Fig. 1: run 1, the metal 1 layer
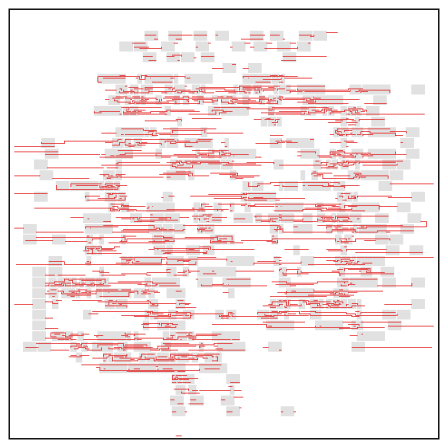
Fig. 2: run 1, the metal 2 layer
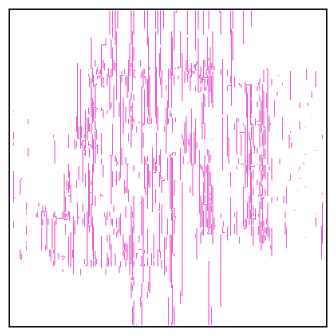
Fig. 3: run 1, signal wires on met3
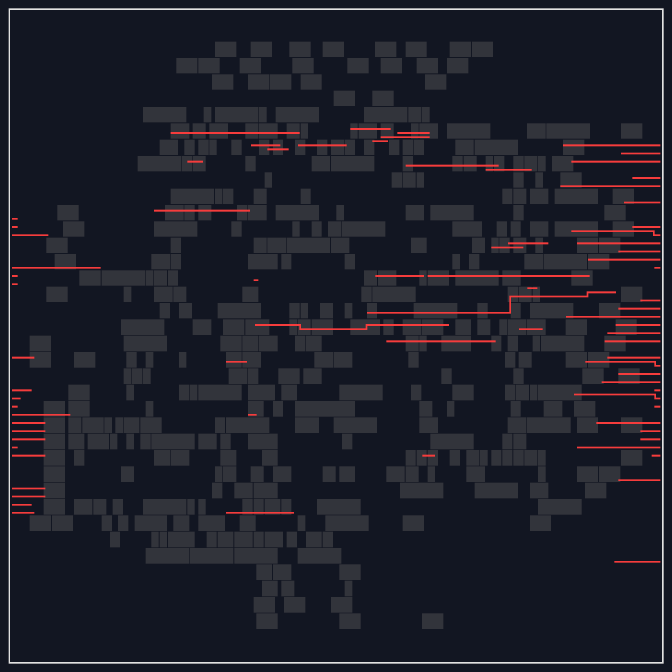
Design seq_barrel_shifter, sky130hd; sources not shown.
==> changes_impl.md, run 1 <==
## Implementation

- Outcome: completed
- Final-layout clock buffer total: 6
- WL met3: 606 um
- ANT cells: 0
- Tapcells: 133
- Mapped Avg Cell Area: 7.99 um^2
- Synth Area in Simple Gates: 19.9%
- Largest cells by area after synthesis: dfxtp_1, a22o_1, a31oi_1, nand3_1, o21ai_0
- Ys async rst share: 0%
- Vias per Instance: 5.31
- First-pass GRT wire length: 13,700 um
- Cycle use final: 59.4%
- Final clock skew: 7.26 ps
- FP Core Util: 26.3%
- Final Util: 35.6%
- Largest net degree at the start of global routing: 33
- Nets: 438
- RePlAce Congestion: 0.750
- Commonest cells in the netlist: dfxtp_1, nand3_1, nor2_1, o21ai_0
- Row count: 36
- Syn Inst Count: 329
- Area grow syn2layout: 35.6%
- Pre-CTS setup slack: 1250 ps
- Post-synth seq share: 34.3%
- Worst Reg-to-Reg Cells: 4
- Synth warn: 0
- Drt pass-1 iters: 5
- Final hold vios: 0
- P per Cell Area: 424 nW/um^2
- Family with the most delay on the worst path: buffers and inverters
- Dominant combinational family: AND-OR/OR-AND gates
- Pwr Total: 1.51 mW
- Synthesis area per yosys: 2630 um^2
- Hold Crit Class: flop to flop
- Final WS setup: 1560 ps
- Seq_cells: 45
- FILL cells: 1,090
- Setup crit end kind: flop
- Comb/total area: 43.0%
- Htree depth: 2
- FA/HA/MAJ Cells, Area Fraction: 0.952%
- Slowest CP cell: or3b_2
- Fmax: 0.437 GHz
- Reg2Reg Setup Slack: 1600 ps
- Registers, synthesis: 45
- Largest stage delay, worst path: 650 ps
- Yosys cell types: 46
- CP Cell Sequence: clkdlybuf4s50_1 > or3b_2 > a21oi_2 > buf_4 > a22o_1
- Fin area: 3560 um^2
- Reg clk slew, reported paths: 90 ps
- Final Non-Filler Cells: 523
- Xor+xnor area frac: 1.33%
- Hold Buf Count CTS: 0
- Total track usage: 14.5%
- Signal inverters: 4
- Gates resized, CTS repair: 0
- Max FO, Critical Path: 23
- Gate Area: 1530 um^2
- Placed insts: 515
- # Cells Yosys: 329
- Cell taking the most area after synthesis: dfxtp_1
- Post-Route Setup TNS: 0 ps
- Worst setup SP type: input port
- Relative slew slack: 59.2%
- Busiest grt layer: met1
- ANT nets after route: 0
- Placed Area: 3480 um^2
- Hpwl dp: 5670 um
- Share of cells above drive strength 1: 6.92%
- Worst-Skew Late Latency: 300 ps
- # DRC: 0
- Kind of critical path: input port to flop
- Clock buf/inv share: 2.32%
- Setup violations, final: 0
- Core Footprint: 10000 um^2
- Die height: 109 um
- Die Area: 11,800 um^2
- Max Cap Violations: 0
- RSZ-0062 raised after global routing: false
- Clk root buf: clkbuf_8
- Mux share: 0.762%
- Met1 Wirelength: 4190 um
- Worst-margin pin slew: 612 ps
- Max reg flops: 32
- Number of enable flip-flop cells: 0
- Worst vdd ir: 142 uV
- Total global routing overflow: 0
- Worst Hold Depth: 1
- Clk buf depth: 2
- Worst Path Required: 4100 ps
- Clock sinks: 45
## Picture notes: Fig. 1
- nets with wire on the layer: 386
- main direction: horizontal
- share of all routed wire: 49%
vias: 2,779
Routed WL: 8520 um
met1 GRT Util: 21.8%

## Picture notes: Fig. 2
- longest straight run: 39.1 um
- share of all routed wire: 43%
routing usage on met2: 21.1%

## Picture notes: Fig. 3
- share of all routed wire: 7.1%
- main direction: horizontal
- wire length on this layer: 606 um
- longest straight run: 26.7 um
fraction of met3 tracks used by global routing: 2.81%

run 1: power breakdown:
group          switching [mW]  internal, mW  total [mW]
logic                   0.320         0.279       0.599
clock network           0.171         0.126       0.298
registers              0.0822         0.533       0.615
total                   0.573         0.938        1.51
run 1: cell usage in the layout (no fill, tap or decap), drive strengths merged, types with 3 or more instances in the layout:
| cell type | count |
|---|---|
| a211oi | 3 |
| a21o | 3 |
| a21oi | 8 |
| a22o | 30 |
| a31oi | 30 |
| and3 | 4 |
| buf | 6 |
| clkbuf | 6 |
| clkdlybuf4s50 | 82 |
| dfxtp | 45 |
| inv | 4 |
| nand2 | 13 |
| nand3 | 34 |
| nor2 | 35 |
| nor3 | 8 |
| o211ai | 3 |
| o21ai | 36 |
| o31ai | 3 |
| xor2 | 3 |
Fig. 4: run 1, where the registers sit
Bar = 20 um.
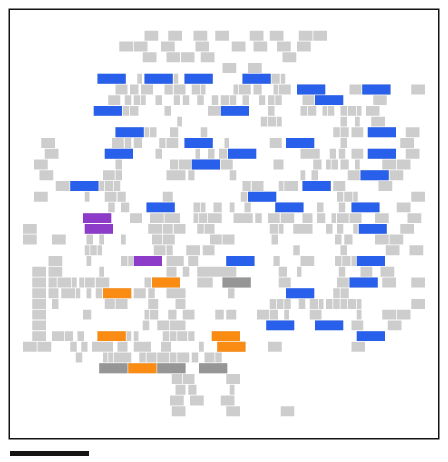

## Run 2: what changed since run 1
==> constraint.sdc (replaced) <==
create_clock -name clk -period 2.3 [get_ports clk]
set_input_delay 0.23 -clock clk [delete_from_list [all_inputs] [get_ports clk]]
set_output_delay 0.23 -clock clk [all_outputs]
set_load 0.02 [all_outputs]
Fig. 5: run 2, where the registers sit
Bar = 20 um.
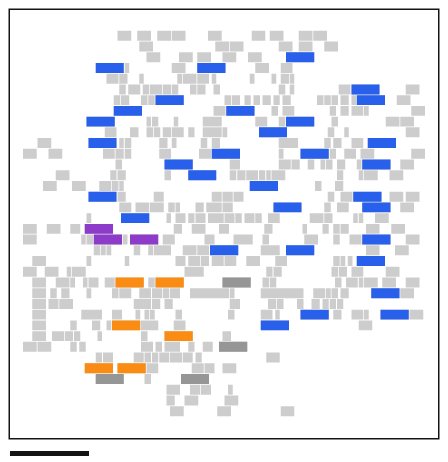
- r_op: purple (sequential cells 3)
- F: blue (sequential cells 32)
- r_cnt: orange (sequential cells 6; where south-west)
- not coloured: 4
register share of the cell area: 24.6%
P_seq: 1.03 mW
Register Area: 901 um^2
Final Util: 36.5%

==> changes_impl.md, run 2 <==
## Implementation

- Top power group: registers
- Worst-margin pin slew: 556 ps
- Worst-Skew Late Latency: 300 ps
- FILL cells: 1,061
- ANT cells: 0
- First-pass GRT wire length: 13,600 um
- Core Footprint: 10000 um^2
- ANT nets after route: 0
- P per Cell Area: 736 nW/um^2
- Hpwl dp: 5900 um
- Post-Route Setup TNS: 0 ps
- Yosys cell types: 46
- Setup crit end kind: primary output
- Nets: 446
- Final WS setup: 423 ps
- Ys async rst share: 0%
- Largest cells by area after synthesis: dfxtp_1, a22o_1, a31oi_1, nand3_1, o21ai_0
- Worst setup SP type: flop
- Worst Hold Depth: 3
- Placed Area: 3540 um^2
- Post-synth seq share: 34.3%
- Clk root buf: clkbuf_8
- Max Cap Violations: 0
- # Cells Yosys: 329
- CTS tree: yes
- Share of cells above drive strength 1: 8.29%
- Clock Power Share: 23.8%
- Seq_cells: 45
- Total global routing overflow: 0
- WL met3: 637 um
- Die Area: 11,800 um^2
- Dominant logic cell type in the layout: clkdlybuf4s50_1
- Routed WL: 8460 um
- Outcome: completed
- Final clock skew: 7.55 ps
- Largest net degree at the start of global routing: 34
- Kind of critical path: flop to primary output
- IO Port Bufs: 82
- Gate Area: 1530 um^2
- I/O pins: 83
- Total track usage: 14.3%
- Fin area: 3650 um^2
- Pre-CTS setup slack: 255 ps
- Met1 Wirelength: 4050 um
- Number of enable flip-flop cells: 0
- Reg2Reg Setup Slack: 420 ps
- Vias per Instance: 5.40
- Fmax: 0.533 GHz
- Area grow syn2layout: 39.0%
- Gates resized, CTS repair: 0
- Clk buf depth: 2
- Reg clk slew, reported paths: 90 ps
- FP Core Util: 26.3%
- Commonest cells in the netlist: dfxtp_1, nand3_1, nor2_1, o21ai_0
- Vias: 2,870
- Int Pwr: 1.73 mW
- Clock sinks: 45
- Worst Reg-to-Reg Cells: 4
- Reg power frac: 38.3%
- Clock buf/inv share: 3.18%
- RSZ-0062 raised after global routing: false
- Mapped Avg Cell Area: 7.99 um^2
- Signal inverters: 4
- Top Layout Cells: clkdlybuf4s50_1, dfxtp_1, nor2_1, nand3_1, o21ai_0
- Worst vdd ir: 230 uV
- Placed insts: 523
- Hold Buf Count CTS: 0
- Die height: 109 um
- Synthesis area per yosys: 2630 um^2
- Clock group: 0.640 mW
- RePlAce Congestion: 0.763
- Syn Inst Count: 329
- Final hold vios: 0
- Worst Path Required: 2070 ps
- Pwr Total: 2.69 mW
- Hold Crit Class: input port to flop
- Fraction of met3 tracks used by global routing: 2.57%
- Busiest grt layer: met2
- Synth warn: 0
- Sw power: 0.959 mW
- Final Non-Filler Cells: 531
- Setup violations, final: 0
- Gate power share: 37.9%
- Drt pass-1 iters: 5
- Cycle use final: 81.6%
- Row count: 36
- Cell taking the most area after synthesis: dfxtp_1
- Routing usage on met2: 22.0%
- Tapcells: 133
- Sw Share: 35.7%
- Met2 wire len: 3700 um
- Total combinational power: 1.02 mW
- Max reg flops: 32
- Registers, synthesis: 45
- # DRC: 0
run 2: cell types whose count changed in the layout (fill, tap and decap cells not counted):
cell / previous run / this run
buf_4: 6 / 14
bufinv_16: 0 / 1
clkbuf_8: 5 / 6
clkinv_2: 2 / 0
o21a_1: 1 / 2
o21a_2: 1 / 0
or3_1: 0 / 1
or3_2: 1 / 0
run 2: cell families (layout without fill, tap and decap cells):
group,Yosys count,after routing,synth area share (%)
adders and majority gates,2,2,0.952
AOI/OAI and AO/OA,130,130,34.7
xor gates and xnor gates,4,4,1.33
DFF,45,45,34.3
muxes,2,2,0.762
and+or+nand+nor,107,107,19.9
buffers and inverters,39,108,8.00
run 2: worst max-delay path, stage by stage (launching register included):
cell	delay, ps
dfxtp_1	570
or2_2	180
clkdlybuf4s50_1	590
Power figures rest on the tool's default switching activity, not on a simulated workload.
